[src/rtl/alu_pkg.sv]
// Shared ALU definitions: logic-unit operation codes and the op-select width.
package alu_pkg;

  localparam int OP_SEL_W = 3;

  localparam logic [OP_SEL_W-1:0] OP_AND  = 3'b111;
  localparam logic [OP_SEL_W-1:0] OP_OR   = 3'b110;
  localparam logic [OP_SEL_W-1:0] OP_XOR  = 3'b100;
  localparam logic [OP_SEL_W-1:0] OP_NOT1 = 3'b000;
  localparam logic [OP_SEL_W-1:0] OP_NOT2 = 3'b001;
  localparam logic [OP_SEL_W-1:0] OP_NAND = 3'b010;
  localparam logic [OP_SEL_W-1:0] OP_NOR  = 3'b011;
  localparam logic [OP_SEL_W-1:0] OP_XNOR = 3'b101;

endpackage

[src/rtl/logic_core.sv]
// Combinational bitwise logic unit: eight operations plus zero and parity flags.
module logic_core
  import alu_pkg::*;
#(
  parameter int OPD_LENGTH = 32
) (
  input  logic [OPD_LENGTH-1:0] opd1,
  input  logic [OPD_LENGTH-1:0] opd2,
  input  logic [OP_SEL_W-1:0]   alu_op_select,
  output logic [OPD_LENGTH-1:0] logic_result,
  output logic                  zero_flag,
  output logic                  parity_flag
);

  always_comb begin
    logic_result = '0;
    case (alu_op_select)
      OP_AND:  logic_result = opd1 & opd2;
      OP_OR:   logic_result = opd1 | opd2;
      OP_XOR:  logic_result = opd1 ^ opd2;
      OP_NOT1: logic_result = ~opd1;
      OP_NOT2: logic_result = ~opd2;
      OP_NAND: logic_result = ~(opd1 & opd2);
      OP_NOR:  logic_result = ~(opd1 | opd2);
      OP_XNOR: logic_result = ~(opd1 ^ opd2);
      default: logic_result = '0;
    endcase
  end

  assign zero_flag   = ~|logic_result;
  assign parity_flag = ^logic_result;

endmodule

[src/rtl/logic_unit_pipe.sv]
// Pipelined logic unit: valid/ready stage chain around logic_core with a pass-through tag.
//
// Handshake: a beat moves across an interface on a rising edge where valid and ready are
// both 1; valid never depends on ready, payload is held stable while valid=1 and ready=0.
module logic_unit_pipe
  import alu_pkg::*;
#(
  parameter int OPD_LENGTH = 32,
  parameter int STAGES     = 2,
  parameter int TAG_WIDTH  = 4
) (
  input  logic                  clk,
  input  logic                  rst_n,
  input  logic                  in_valid,
  output logic                  in_ready,
  input  logic [OPD_LENGTH-1:0] opd1,
  input  logic [OPD_LENGTH-1:0] opd2,
  input  logic [OP_SEL_W-1:0]   alu_op_select,
  input  logic [TAG_WIDTH-1:0]  in_tag,
  output logic                  out_valid,
  input  logic                  out_ready,
  output logic [OPD_LENGTH-1:0] logic_result,
  output logic                  zero_flag,
  output logic                  parity_flag,
  output logic [TAG_WIDTH-1:0]  out_tag
);

  // Per-stage views: index 0 is the core output fed by the operand registers.
  logic [STAGES-1:0]     v_s;
  logic [STAGES-1:0]     adv;
  logic [OPD_LENGTH-1:0] res_s [STAGES];
  logic [STAGES-1:0]     zf_s;
  logic [STAGES-1:0]     pf_s;
  logic [TAG_WIDTH-1:0]  tag_s [STAGES];

  // A stage advances when empty or when its downstream neighbour advances.
  always_comb begin
    logic down_ready;
    down_ready = out_ready;
    adv        = '0;
    for (int k = STAGES - 1; k >= 0; k--) begin
      adv[k]     = ~v_s[k] | down_ready;
      down_ready = adv[k];
    end
  end

  assign in_ready = adv[0];

  for (genvar g = 0; g < STAGES; g++) begin : g_stage
    if (g == 0) begin : g_operand
      logic                  v_q,    v_d;
      logic [OPD_LENGTH-1:0] opd1_q, opd1_d;
      logic [OPD_LENGTH-1:0] opd2_q, opd2_d;
      logic [OP_SEL_W-1:0]   op_q,   op_d;
      logic [TAG_WIDTH-1:0]  tag_q,  tag_d;
      logic [OPD_LENGTH-1:0] core_res;
      logic                  core_zf;
      logic                  core_pf;

      always_comb begin
        v_d    = v_q;
        opd1_d = opd1_q;
        opd2_d = opd2_q;
        op_d   = op_q;
        tag_d  = tag_q;
        if (adv[0]) begin
          v_d = in_valid;
          if (in_valid) begin
            opd1_d = opd1;
            opd2_d = opd2;
            op_d   = alu_op_select;
            tag_d  = in_tag;
          end
        end
      end

      // AND of cleared operands yields result 0 with zero flag set, even when STAGES=1.
      always_ff @(posedge clk) begin
        if (!rst_n) begin
          v_q    <= 1'b0;
          opd1_q <= '0;
          opd2_q <= '0;
          op_q   <= OP_AND;
          tag_q  <= '0;
        end else begin
          v_q    <= v_d;
          opd1_q <= opd1_d;
          opd2_q <= opd2_d;
          op_q   <= op_d;
          tag_q  <= tag_d;
        end
      end

      logic_core #(
        .OPD_LENGTH(OPD_LENGTH)
      ) u_core (
        .opd1         (opd1_q),
        .opd2         (opd2_q),
        .alu_op_select(op_q),
        .logic_result (core_res),
        .zero_flag    (core_zf),
        .parity_flag  (core_pf)
      );

      assign v_s[0]   = v_q;
      assign res_s[0] = core_res;
      assign zf_s[0]  = core_zf;
      assign pf_s[0]  = core_pf;
      assign tag_s[0] = tag_q;
    end else begin : g_result
      logic                  v_q,   v_d;
      logic [OPD_LENGTH-1:0] res_q, res_d;
      logic                  zf_q,  zf_d;
      logic                  pf_q,  pf_d;
      logic [TAG_WIDTH-1:0]  tag_q, tag_d;

      always_comb begin
        v_d   = v_q;
        res_d = res_q;
        zf_d  = zf_q;
        pf_d  = pf_q;
        tag_d = tag_q;
        if (adv[g]) begin
          v_d = v_s[g-1];
          if (v_s[g-1]) begin
            res_d = res_s[g-1];
            zf_d  = zf_s[g-1];
            pf_d  = pf_s[g-1];
            tag_d = tag_s[g-1];
          end
        end
      end

      always_ff @(posedge clk) begin
        if (!rst_n) begin
          v_q   <= 1'b0;
          res_q <= '0;
          zf_q  <= 1'b1;
          pf_q  <= 1'b0;
          tag_q <= '0;
        end else begin
          v_q   <= v_d;
          res_q <= res_d;
          zf_q  <= zf_d;
          pf_q  <= pf_d;
          tag_q <= tag_d;
        end
      end

      assign v_s[g]   = v_q;
      assign res_s[g] = res_q;
      assign zf_s[g]  = zf_q;
      assign pf_s[g]  = pf_q;
      assign tag_s[g] = tag_q;
    end
  end

  assign out_valid    = v_s[STAGES-1];
  assign logic_result = res_s[STAGES-1];
  assign zero_flag    = zf_s[STAGES-1];
  assign parity_flag  = pf_s[STAGES-1];
  assign out_tag      = tag_s[STAGES-1];

endmodule

[config.mk]
export PLATFORM = sky130hd
export DESIGN_NAME = logic_unit_pipe
export DESIGN_NICKNAME = d
export VERILOG_FILES = /design/src/rtl/alu_pkg.sv /design/src/rtl/logic_core.sv /design/src/rtl/logic_unit_pipe.sv
export SDC_FILE = /design/constraint.sdc
export NUM_CORES = 1
export LEC_CHECK = 0
export CORE_UTILIZATION = 42
export DETAILED_ROUTE_END_ITERATION = 6
export GPL_ROUTABILITY_DRIVEN = 1
export GPL_TIMING_DRIVEN = 0
export HOLD_SLACK_MARGIN = 0.1
export PLACE_DENSITY = 0.67
export SLEW_MARGIN = 20
export SYNTH_ARGS = -nofsm -noshare
export SYNTH_HDL_FRONTEND = slang
export SYNTH_HIERARCHICAL = 1
export SYNTH_SLANG_ARGS = --single-unit
export TNS_END_PERCENT = 20
[constraint.sdc]
create_clock -name clk -period 3.55 [get_ports clk]
set_input_delay 0.71 -clock clk [delete_from_list [all_inputs] [get_ports clk]]
set_output_delay 0.71 -clock clk [all_outputs]
set_load 0.05 [all_outputs]
Figure 1. Local utilization (run 1).
The die is cut into 14 by 14 equal tiles; white is low, dark blue is high, 0 to 100% covered.
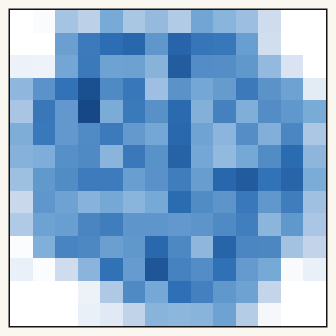
mean over tiles	48%
fullest tile	91%
tiles over 75% full	8.7%
emptiest ninth of the die	lower left
nearly empty tiles	9.7%
Util after Layout: 0.523
FP Util: 0.432
core area: 19600 sq um

Figure 2. Ports around the boundary (run 1).
Pins as bars across the die edge, other pins in gray.
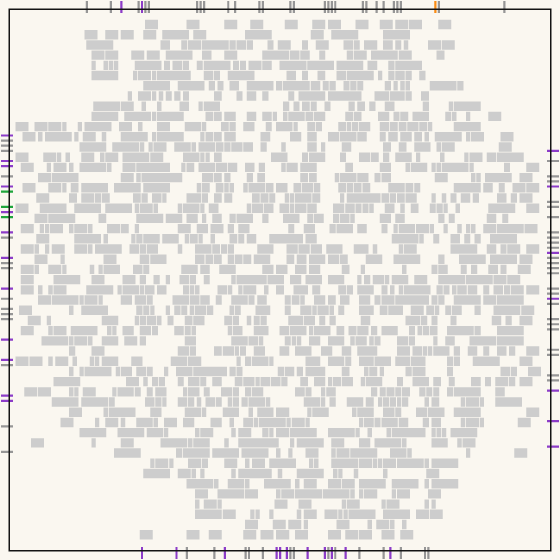
port	color	pins	direction	edge
out_valid	orange	1	output	top
alu_op_select	green	3	input	left
opd1	purple	32	input	12 left, 11 bottom, 7 right, 2 top
all pins by edge	31 right, 30 top, 29 left, 25 bottom
IO Port Bufs: 113
die height: 144 um
die extent in x: 144 um

==> Changelog: implementation, run 1 <==
## Implementation

- Clock power frac: 0.276
- Critical path class: reg -> reg
- Crit path launch: g_stage[0].g_operand.op_q[0]$_SDFFE_PN1P_
- Hold endpoint: g_stage[0].g_operand.tag_q[0]$_SDFFE_PN0P_
- Yosys cell types: 52
- Grt met1 use: 0.347
- Post-synth area from yosys stat: 8460 sq um
- Min Clock Period, post-route: 3.32 ns
- Setup TNS: 0 ns
- Synthesized area per cell: 8.10 sq um
- Final ANT Viol Nets: 0
- Placed instance area: 9930 sq um
- CP top delay family: XOR/XNOR gates
- Final Hold Fails: 0
- Status: finished, final reports clean
- Main flop type: dfxtp_1
- CTS tree: built
- Placed cells: 1423
- Cell depth of the worst setup path: 13
- Post-CTS Setup Repair Bufs: 0
- Slowest CP cell: dfxtp_1
- Diode count: 0
- GR peak layer: met2
- Peak VDD IR: 0.000313 V
- PostCTS Resize Cnt: 0
- Fraction of registers with async set/reset: 0
- Root Buffer: clkbuf_16
- Detail Placement HPWL: 19.8 mm
- Area of the die: 20700 sq um
- Fin Clk Skew: 0.00501 ns
- Initial antenna violation count: 0
- HP Class: reg -> reg
- Static Leakage: 4.22 nW
- NetSw: 0.00143 W
- CTS max path bufs: 2
- P_comb: 0.00154 W
- Most frequent cells after synthesis: nand2_1 (152), dfxtp_1 (111), mux2i_1 (84)
- Wirelength per Cell: 18.1 um
- Total power: 0.00406 W
- Max Slew Vio Count: 0
- Final worst slack: 0.233 ns
- Post-synth area hogs: dfxtp_1 (26%), ha_1 (12%), mux2i_1 (9.9%)
- Pwr top: combinational cells
- Gr ovfl total: 0
- Setup-failing EPs final: 0
- Most frequent cell on the critical path: xnor2_1
- Leading area contributor after synthesis: dfxtp_1
- Reg power frac: 0.344
Figure 3. Cell outlines without signal wires (run 1).
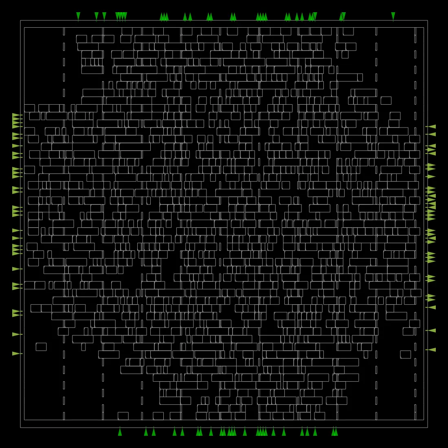
flip-flops: 111
Fillers: 1918
# rows: 51
# Taps: 265
Final Non-Filler Cells: 1439

Figure 4. M3 wires (run 1).
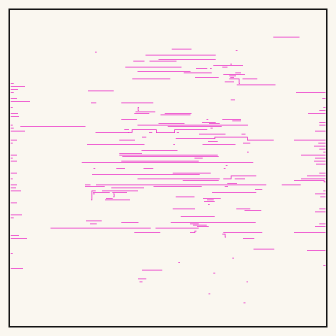
wire length on this layer	1750 um
nets with wire on the layer	147
met3 GRT Util: 0.0463
Routed WL: 26.0 mm
Via Count: 7811

## run 1: cell families after synthesis
group / count (synthesis) / synth area share
xor gates and xnor gates: 19 / 0.0197
adders and majority gates: 80 / 0.118
AOI/OAI and AO/OA: 267 / 0.211
muxes: 93 / 0.113
and+or+nand+nor: 310 / 0.176
DFF: 111 / 0.263
buffers and inverters: 165 / 0.0993
## run 1: metal layers
metal	share of wire	wire length, um
met5	0	0
met4	0.035	916
met3	0.067	1750
met2	0.44	11400
met1	0.46	12000
## run 1: cell type report
class                   count  area [sq um]
fillers                  1918          9350
multi-input cells         769          5400
flip-flops and latches    111          2220
repair buffers            113          1130
plain buffers              86           544
well taps                 265           332
inverters                  79           297
clock buffers               9           225
clock inverters             7          92.6
==> run 1 -> run 2 <==
--- a/config.mk
+++ b/config.mk
@@ -5,9 +5,9 @@
 export SDC_FILE = /design/constraint.sdc
 export NUM_CORES = 1
 export LEC_CHECK = 0
+export CORE_MARGIN = 2
 export CORE_UTILIZATION = 42
 export DETAILED_ROUTE_END_ITERATION = 6
-export GPL_ROUTABILITY_DRIVEN = 1
 export GPL_TIMING_DRIVEN = 0
 export HOLD_SLACK_MARGIN = 0.1
 export PLACE_DENSITY = 0.67
Figure 5. Routed clock nets over the placement (run 2).
The bar under the picture is 50 um long.
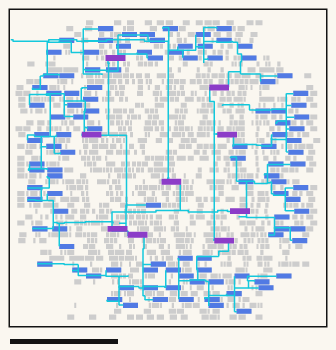
[flip-flops] blue | count: 111
[cells driving clock nets] purple | count: 9
[clock wires] cyan | length: 1540 um
flops lie	spread over the die
Fin Clk Skew: 0.00655 ns
Late-Pin Clk Latency: 0.36 ns
Clock group: 0.00100 W

Figure 6. Ports around the boundary (run 2).
Pins as bars across the die edge, other pins in gray.
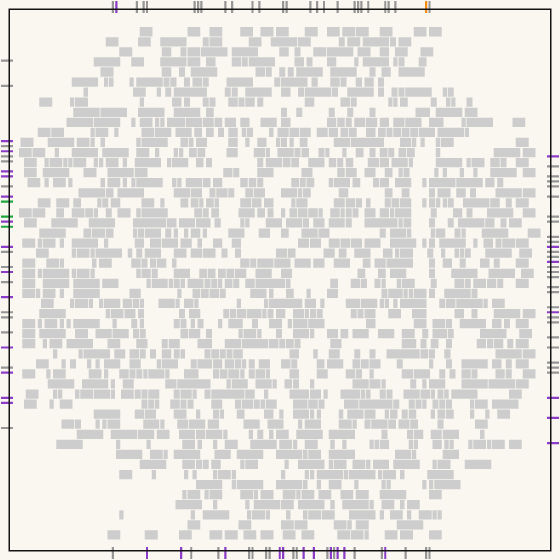
die extent in x: 146 um
die height: 146 um

==> Changelog: implementation, run 2 <==
## Implementation

- Adder share: 0.118 (unchanged)
- Number of clock buffers in the layout: 10 (was 9)
- Status: finished, final reports clean (unchanged)
- Util after Layout: 0.521 (was 0.523)
- Layout non-clock buf frac: 0.164 (about the same)
- Setup TNS: 0 ns (unchanged)
- Root Buffer: clkbuf_16 (unchanged)
- P_comb: 0.00154 W (about the same)
- R2R Setup Slk: 0.20 ns (was 0.23 ns)
- Max Slew Vio Count: 0 (unchanged)
- Logic family by area: AND-OR/OR-AND gates (unchanged)
- Most frequent cell on the critical path: xnor2_1 (unchanged)
- Core area: 19600 sq um (unchanged)
- MUX area fraction: 0.113 (unchanged)
- Post-synth area from yosys stat: 8460 sq um (unchanged)
- Main flop type: dfxtp_1 (unchanged)
- Gr ovfl total: 0 (unchanged)
- Crit path launch: g_stage[0].g_operand.op_q[0]$_SDFFE_PN1P_ (unchanged)
- Dominant class by area: multi-input combinational cells (unchanged)
- Clock tree cell share of total cell area: 0.0278 (was 0.0310)
- Seq/total area: 0.218 (was 0.217)
- Critical path class: reg -> reg (unchanged)
- Static Leakage: 4.20 nW (was 4.22 nW)
- Invs w/o clock: 79 (unchanged)
- CP peak stage delay: 0.53 ns (was 0.51 ns)
- Simple-Gate Fraction of Synth Area: 0.176 (unchanged)
- # Taps: 265 (unchanged)
- Cell depth of the worst setup path: 13 (unchanged)
- FP Util: 0.432 (unchanged)
- Combinational gates: 769 (unchanged)
- Leading area contributor after synthesis: dfxtp_1 (unchanged)
- Slowest CP cell: dfxtp_1 (unchanged)
- CP top delay family: AND-OR/OR-AND gates (was XOR/XNOR gates)
- HP Class: reg -> reg (unchanged)
- Wirelength per Cell: 18.3 um (was 18.1 um)
- Diode count: 0 (unchanged)
- Final ANT Viol Nets: 0 (unchanged)
- Xor+xnor area frac: 0.0197 (unchanged)
- Fillers: 1911 (was 1918)
- NetSw: 0.00143 W (about the same)
- Plain + repair buffers: 199 (unchanged)
- Peak VDD IR: 0.000237 V (was 0.000313 V)
- IO Port Bufs: 113 (unchanged)
- Most numerous logic cell after layout: nand2_1 (unchanged)
- Register area: 2220 sq um (unchanged)
- Detail Placement HPWL: 20.3 mm (was 19.8 mm)
- Flip-flops: 111 (unchanged)
- Area of the die: 21300 sq um (was 20700 sq um)
- CTS tree: built (unchanged)
- Most frequent cells after synthesis: nand2_1 (152), dfxtp_1 (111), mux2i_1 (84) (unchanged)
- Comb/total area: 0.529 (was 0.527)
- Setup-failing EPs final: 0 (unchanged)
- CTS max path bufs: 2 (unchanged)
- # rows: 51 (unchanged)
- Seq power: 0.00140 W (about the same)
- Initial antenna violation count: 0 (unchanged)
- Post-synth area hogs: dfxtp_1 (26%), ha_1 (12%), mux2i_1 (9.9%) (unchanged)
- Total power: 0.00394 W (was 0.00406 W)
- Fraction of registers with async set/reset: 0 (unchanged)
- PostCTS Resize Cnt: 0 (unchanged)
- Reg power frac: 0.354 (was 0.344)
- Comb. cell area: 5400 sq um (unchanged)
- Hold endpoint: g_stage[0].g_operand.tag_q[3]$_SDFFE_PN0P_ (was g_stage[0].g_operand.tag_q[0]$_SDFFE_PN0P_)
Figure 7. M3 wires (run 2).
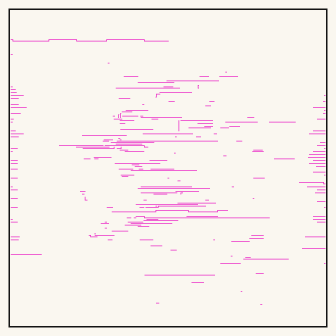
share of all routed wire	5.5%
nets with wire on the layer	156
wire length on this layer	1450 um
main direction	horizontal
Routed WL: 26.3 mm
Via Count: 7853
met3 GRT Util: 0.0263

==> run 2: cell counts after synthesis <==
Identical to the previous run, type by type.
==> run 2: per-layer routing <==
| layer | vias to the layer above | share of wire | global-route usage | wire length [um] |
|---|---|---|---|---|
| met5 | - | 0 | 0 | 0 |
| met2 | 300 | 0.45 | 0.395 | 11800 |
| met1 | 3639 | 0.46 | 0.338 | 12100 |
| met4 | 0 | 0.036 | 0.104 | 937 |
| met3 | 54 | 0.055 | 0.0263 | 1450 |
| li1 | 3860 | - | - | - |
==> run 2: stage by stage <==
stage          instance area [sq um]  setup slack (ns)  cells
6_report                       10200             0.198   1439
5_1_grt                        10200            0.0268   1439
4_1_cts                        10200             0.265   1439
3_5_place_dp                    9930             0.298   1423
3_3_place_gp                    9930             0.308   1423
2_1_floorplan                   8460              1.06   1045
Power is estimated from default activity; no workload was simulated.
